==> src/rtl/braille_pkg.sv <==
// Shared types and constants for the braille cell driver: dot width, letter
// patterns, FSM state encoding and ASCII letter ranges.
package braille_pkg;

    localparam int unsigned DOT_W = 6;

    typedef logic [DOT_W-1:0] dots_t;

    typedef enum logic [1:0] {
        IDLE,
        HOLD,
        GAP
    } state_t;

    localparam logic [7:0] ASCII_UPPER_FIRST = 8'h41;
    localparam logic [7:0] ASCII_UPPER_LAST  = 8'h5A;
    localparam logic [7:0] ASCII_LOWER_FIRST = 8'h61;
    localparam logic [7:0] ASCII_LOWER_LAST  = 8'h7A;

    // Grade-1 letters a..z; bit0 = dot1 ... bit5 = dot6.
    localparam dots_t LETTER_DOTS [26] = '{
        6'h01, 6'h03, 6'h09, 6'h19, 6'h11, 6'h0B, 6'h1B, 6'h13, 6'h0A,
        6'h1A, 6'h05, 6'h07, 6'h0D, 6'h1D, 6'h15, 6'h0F, 6'h1F, 6'h17,
        6'h0E, 6'h1E, 6'h25, 6'h27, 6'h3A, 6'h2D, 6'h3D, 6'h35
    };

    function automatic dots_t lookup_dots(input logic [7:0] code);
        dots_t d;
        d = '0;
        if (code >= ASCII_UPPER_FIRST && code <= ASCII_UPPER_LAST) begin
            d = LETTER_DOTS[5'(code - ASCII_UPPER_FIRST)];
        end else if (code >= ASCII_LOWER_FIRST && code <= ASCII_LOWER_LAST) begin
            d = LETTER_DOTS[5'(code - ASCII_LOWER_FIRST)];
        end
        return d;
    endfunction

endpackage

==> src/rtl/braille_fifo.sv <==
// Synchronous first-word-fall-through FIFO for queued character codes.
// DEPTH must be a power of two; pushes while full and pops while empty are ignored.
module braille_fifo #(
    parameter int unsigned DEPTH = 4
) (
    input  logic                     clk,
    input  logic                     rst_n,
    input  logic                     push,
    input  logic [7:0]               push_data,
    input  logic                     pop,
    output logic [7:0]               head,
    output logic [$clog2(DEPTH):0]   count,
    output logic                     full,
    output logic                     empty
);

    localparam int unsigned AW = $clog2(DEPTH);

    logic [7:0]    r_mem [DEPTH];
    logic [AW-1:0] r_wr_ptr;
    logic [AW-1:0] r_rd_ptr;
    logic [AW:0]   r_count;
    logic          w_do_push;
    logic          w_do_pop;

    assign full      = (r_count == (AW+1)'(DEPTH));
    assign empty     = (r_count == '0);
    assign w_do_push = push && !full;
    assign w_do_pop  = pop && !empty;
    assign head      = r_mem[r_rd_ptr];
    assign count     = r_count;

    always_ff @(posedge clk or negedge rst_n) begin
        if (!rst_n) begin
            r_wr_ptr <= '0;
            r_rd_ptr <= '0;
            r_count  <= '0;
        end else begin
            if (w_do_push) r_wr_ptr <= r_wr_ptr + AW'(1);
            if (w_do_pop)  r_rd_ptr <= r_rd_ptr + AW'(1);
            unique case ({w_do_push, w_do_pop})
                2'b10:   r_count <= r_count + (AW+1)'(1);
                2'b01:   r_count <= r_count - (AW+1)'(1);
                default: r_count <= r_count;
            endcase
        end
    end

    // Storage needs no reset: pointers and count define validity.
    always_ff @(posedge clk) begin
        if (w_do_push) r_mem[r_wr_ptr] <= push_data;
    end

endmodule

==> src/rtl/braille_cell_driver.sv <==
// Braille cell driver: queues classified characters, shows each as a 6-dot pattern
// for HOLD_CYCLES then blanks for GAP_CYCLES. Optional macro BRAILLE_DROP_CNT_EN adds drop_cnt.
module braille_cell_driver
    import braille_pkg::*;
#(
    parameter int unsigned HOLD_CYCLES = 100_000_000,
    parameter int unsigned GAP_CYCLES  = 10_000_000,
    parameter int unsigned FIFO_DEPTH  = 4
) (
    input  logic             clk,
    input  logic             reset_n,
    input  logic             in_valid,
    input  logic [7:0]       alpha,
    output logic [DOT_W-1:0] dots,
    output logic             busy,
    output logic             overflow,
    output logic [7:0]       drop_cnt
);

    localparam int unsigned MAX_CYCLES = (HOLD_CYCLES > GAP_CYCLES) ? HOLD_CYCLES : GAP_CYCLES;
    localparam int unsigned CNT_W      = $clog2(MAX_CYCLES + 1);

    logic [7:0]                    w_fifo_head;
    logic [$clog2(FIFO_DEPTH):0]   w_fifo_count;
    logic                          w_fifo_full;
    logic                          w_fifo_empty;
    logic                          w_pop;
    dots_t                         w_head_dots;

    state_t                        r_state;
    state_t                        w_state_nxt;
    logic [CNT_W-1:0]              r_cnt;
    logic [CNT_W-1:0]              w_cnt_nxt;
    dots_t                         r_dots;
    dots_t                         w_dots_nxt;
    logic                          r_overflow;

    braille_fifo #(
        .DEPTH(FIFO_DEPTH)
    ) u_fifo (
        .clk       (clk),
        .rst_n     (reset_n),
        .push      (in_valid),
        .push_data (alpha),
        .pop       (w_pop),
        .head      (w_fifo_head),
        .count     (w_fifo_count),
        .full      (w_fifo_full),
        .empty     (w_fifo_empty)
    );

    assign w_head_dots = lookup_dots(w_fifo_head);

    always_comb begin
        w_state_nxt = r_state;
        w_cnt_nxt   = r_cnt;
        w_dots_nxt  = r_dots;
        w_pop       = 1'b0;
        unique case (r_state)
            IDLE: begin
                if (!w_fifo_empty) begin
                    w_pop       = 1'b1;
                    w_dots_nxt  = w_head_dots;
                    w_cnt_nxt   = CNT_W'(HOLD_CYCLES - 1);
                    w_state_nxt = HOLD;
                end
            end
            HOLD: begin
                if (r_cnt == '0) begin
                    w_dots_nxt  = '0;
                    w_cnt_nxt   = CNT_W'(GAP_CYCLES - 1);
                    w_state_nxt = GAP;
                end else begin
                    w_cnt_nxt = r_cnt - CNT_W'(1);
                end
            end
            GAP: begin
                // Chain straight into the next character so no IDLE cycle is inserted.
                if (r_cnt == '0) begin
                    if (!w_fifo_empty) begin
                        w_pop       = 1'b1;
                        w_dots_nxt  = w_head_dots;
                        w_cnt_nxt   = CNT_W'(HOLD_CYCLES - 1);
                        w_state_nxt = HOLD;
                    end else begin
                        w_state_nxt = IDLE;
                    end
                end else begin
                    w_cnt_nxt = r_cnt - CNT_W'(1);
                end
            end
            default: begin
                w_dots_nxt  = '0;
                w_cnt_nxt   = '0;
                w_state_nxt = IDLE;
            end
        endcase
    end

    always_ff @(posedge clk or negedge reset_n) begin
        if (!reset_n) begin
            r_state    <= IDLE;
            r_cnt      <= '0;
            r_dots     <= '0;
            r_overflow <= 1'b0;
        end else begin
            r_state    <= w_state_nxt;
            r_cnt      <= w_cnt_nxt;
            r_dots     <= w_dots_nxt;
            r_overflow <= in_valid && w_fifo_full;
        end
    end

    assign dots     = r_dots;
    assign overflow = r_overflow;
    assign busy     = (r_state != IDLE) || (w_fifo_count != '0);

`ifdef BRAILLE_DROP_CNT_EN
    logic [7:0] r_drop_cnt;

    always_ff @(posedge clk or negedge reset_n) begin
        if (!reset_n) begin
            r_drop_cnt <= '0;
        end else if (r_overflow && (r_drop_cnt != 8'hFF)) begin
            r_drop_cnt <= r_drop_cnt + 8'd1;
        end
    end

    assign drop_cnt = r_drop_cnt;
`else
    assign drop_cnt = 8'h00;
`endif

endmodule

==> config.mk <==
export PLATFORM = sky130hd
export DESIGN_NAME = braille_cell_driver
export DESIGN_NICKNAME = d
export VERILOG_FILES = /design/src/rtl/braille_pkg.sv /design/src/rtl/braille_fifo.sv /design/src/rtl/braille_cell_driver.sv
export SDC_FILE = /design/constraint.sdc
export NUM_CORES = 1
export LEC_CHECK = 0
export CORE_MARGIN = 2
export CORE_UTILIZATION = 35
export DETAILED_ROUTE_END_ITERATION = 8
export PLACE_DENSITY_LB_ADDON = 0.1
export REMOVE_ABC_BUFFERS = 1
export SETUP_SLACK_MARGIN = 0.1
export SYNTH_ARGS = -nofsm -noshare
export SYNTH_HDL_FRONTEND = slang
export SYNTH_SLANG_ARGS = --single-unit
export TNS_END_PERCENT = 10
==> constraint.sdc <==
create_clock -name clk -period 3.29 [get_ports clk]
set_input_delay 0.658 -clock clk [delete_from_list [all_inputs] [get_ports clk]]
set_output_delay 0.658 -clock clk [all_outputs]
set_load 0.05 [all_outputs]
**Run 1: clock network drawn from the DEF**

The bar under the picture is 20 um long.
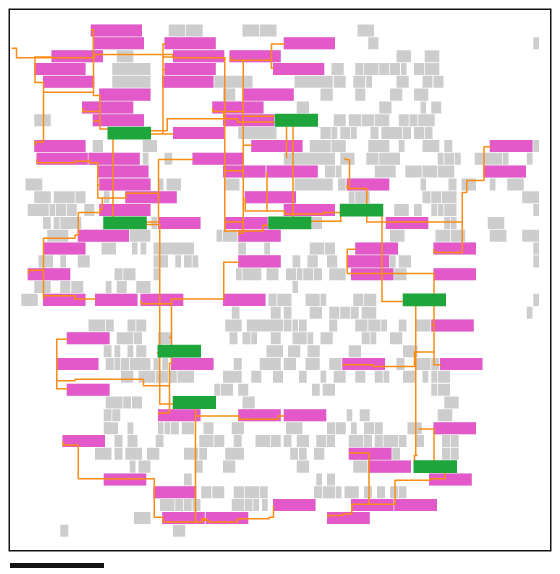
- orange: clock wires (length 1080 um)
- green: clock-net drivers (count 9)
- magenta: flip-flops (count 75)
- routed clock nets: 10

**Run 1: routing congestion map**

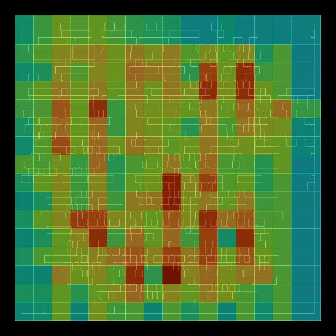
total track usage: 16.87%
busiest grt layer: met1
met1 Resource Use GR: 24.44%

==> summary.json, run 1 <==
{
  "outcome": "finished, final reports clean",
  "tightest_slew_ns": 1.023,
  "synth-edff-count": 32,
  "ys_top_cells_by_count": "sky130_fd_sc_hd__dfrtp_1 (43), sky130_fd_sc_hd__o21ai_0 (40), sky130_fd_sc_hd__edfxtp_1 (32)",
  "multiInputCombCellCount": 291,
  "area_share_nonclk_buffers_pct": 6.721,
  "antenna_cells": 0,
  "timing.max_cap.violations": 0,
  "tritoncts": "yes",
  "ys_chip_area_mm2": 0.004274,
  "yosys-mux-area-fraction_pct": 4.098,
  "global_route.usage.met2_pct": 23.87,
  "clock_group_mw": 1.00,
  "cell_internal_pwr_mw": 2.266,
  "synthesis.instances": 411,
  "antenna_violating_nets_post_route": 0,
  "post-synth-top-area-cell": "sky130_fd_sc_hd__dfrtp_1",
  "seq_cells": 75,
  "ir_drop_v": 0.0004512,
  "tap-cell-count": 147,
  "worst_r2r_endpoint": "u_fifo.count[2]",
  "route.met2.wl_um": 4542,
  "timing.final.hold_violations": 0,
  "worst-endpoint-arrival_ns": 3.39,
  "power_per_cell_area_mw_per_mm2": 705.0,
  "timing.critical_path.to": "u_fifo.count[2]",
  "antenna_violations_before_repair": 0,
  "wl_met1_um": 4907,
  "synth.distinct_cells": 65,
  "synth-xor-area-share_pct": 3.689,
  "flip_flop_count_of_the_largest_register_all_copies_and_words_added": 32,
  "yosys-stat-cells": 411,
  "max_slew_violations": 0,
  "initial_util_pct": 35.73,
  "fmax_mhz": 320.0,
  "log.warning_count": 33,
  "die_area_mm2": 0.01311,
  "htree_num_levels": 3,
  "fin_worst_hold_slack_ns": 0.4906
}
**Run 1: metal 4**

Cells faint in the background.
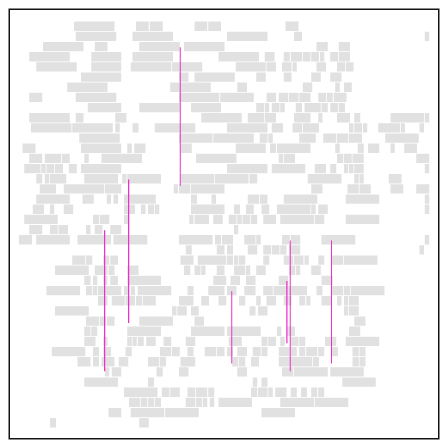
- share of all routed wire: 2.1%
- main direction: vertical

==> inputs of run 2 (changes only) <==
--- a/config.mk
+++ b/config.mk
@@ -8,6 +8,7 @@
 export CORE_MARGIN = 2
 export CORE_UTILIZATION = 35
 export DETAILED_ROUTE_END_ITERATION = 8
+export MAX_ROUTING_LAYER = met4
 export PLACE_DENSITY_LB_ADDON = 0.1
 export REMOVE_ABC_BUFFERS = 1
 export SETUP_SLACK_MARGIN = 0.1
**Run 2: pin map**

Pins as bars across the die edge, other pins in grey.
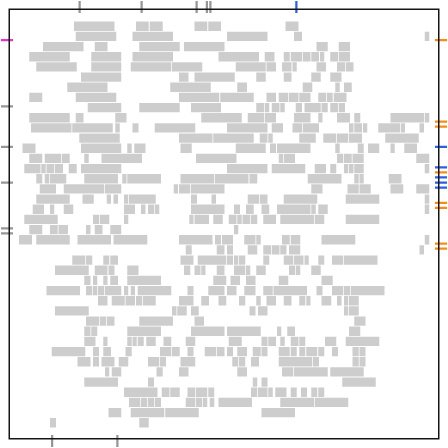
- blue: dots (pins 6; direction output; edge 5 east, 1 north)
- magenta: clk (pins 1; direction input; edge west)
- orange: drop_cnt (pins 8; direction output; edge east)

==> summary.json, run 2 <==
{
  "grt-busiest-layer": "met1",
  "setup.reg_to_reg.worst_slack_ns": 0.16,
  "die_h_um": 114.5,
  "synthToLayoutAreaGrowth_pct": 15.87,
  "clock_group_mw": 1.00,
  "die_area_mm2": 0.01311,
  "share_of_cells_above_drive_strength_1_pct": 12.47,
  "fa_ha_area_share_pct": 3.689,
  "swShare_pct": 35.00,
  "tritoncts": "yes",
  "fmax_mhz": 319.9,
  "synth.distinct_cells": 65,
  "global_route.usage.met2_pct": 23.79,
  "grt_max_degree": 44,
  "area_share_nonclk_buffers_pct": 6.721,
  "worst_r2r_endpoint": "u_fifo.count[2]",
  "first_iter_violations": 147,
  "ys_chip_area_mm2": 0.004274,
  "tap-cell-count": 147,
  "timing.critical_path.to": "u_fifo.count[2]",
  "clk_latency_ns": 0.34,
  "cell_internal_pwr_mw": 2.266,
  "cp_top_family": "simple AND/OR/NAND/NOR gates",
  "placedInstanceArea_mm2": 0.004648,
  "multiInputCombCellCount": 291,
  "worst-endpoint-arrival_ns": 3.39,
  "grtUsageTotal_pct": 17.30,
  "ys_top_cells_by_count": "sky130_fd_sc_hd__dfrtp_1 (43), sky130_fd_sc_hd__o21ai_0 (40), sky130_fd_sc_hd__edfxtp_1 (32)",
  "log.warning_count": 33,
  "wl_met1_um": 4929,
  "ys.warnings.count": 0,
  "synth-edff-count": 32,
  "synthesis.instances": 411,
  "initial_util_pct": 35.73,
  "tightest_slew_ns": 1.015,
  "route.met2.wl_um": 4520,
  "post-synth-top-area-cell": "sky130_fd_sc_hd__dfrtp_1",
  "flip_flop_count_of_the_largest_register_all_copies_and_words_added": 32,
  "area.sequential_mm2": 0.002037,
  "outcome": "finished, final reports clean",
  "yosys-mux-area-fraction_pct": 4.098,
  "fin_worst_hold_slack_ns": 0.4941,
  "timing.max_cap.violations": 0,
  "via_per_inst": 5.476,
  "timing.final.hold_violations": 0,
  "ir_drop_v": 0.0004512,
  "power_per_cell_area_mw_per_mm2": 704.0,
  "groute.layer.met1.usage_pct": 24.51,
  "htree_num_levels": 3,
  "gr-total-overflow": 0,
  "yosys-stat-cells": 411,
  "antenna_cells": 0,
  "synth.cellmix.compoundShare_pct": 18.68,
  "seq_cells": 75,
  "synth-xor-area-share_pct": 3.689,
  "antenna_violating_nets_post_route": 0
}
**Run 2: sequential cells coloured by netlist name**

Other sequential cells in the stronger grey, the rest of the logic in the fainter grey.
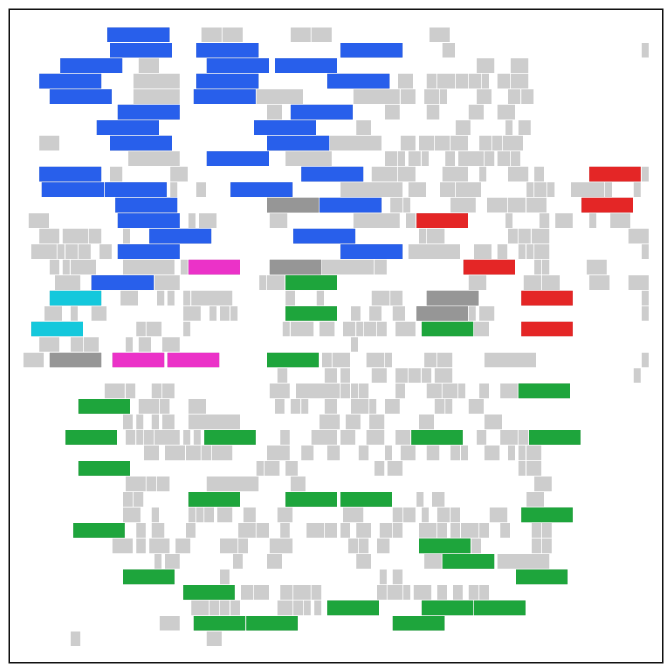
- cyan: u_fifo.r_wr_ptr (sequential cells 2)
- green: r_cnt (sequential cells 27)
- red: dots (sequential cells 6)
- blue: u_fifo.r_mem (sequential cells 32)
- magenta: u_fifo.count (sequential cells 3)
- not coloured: 5

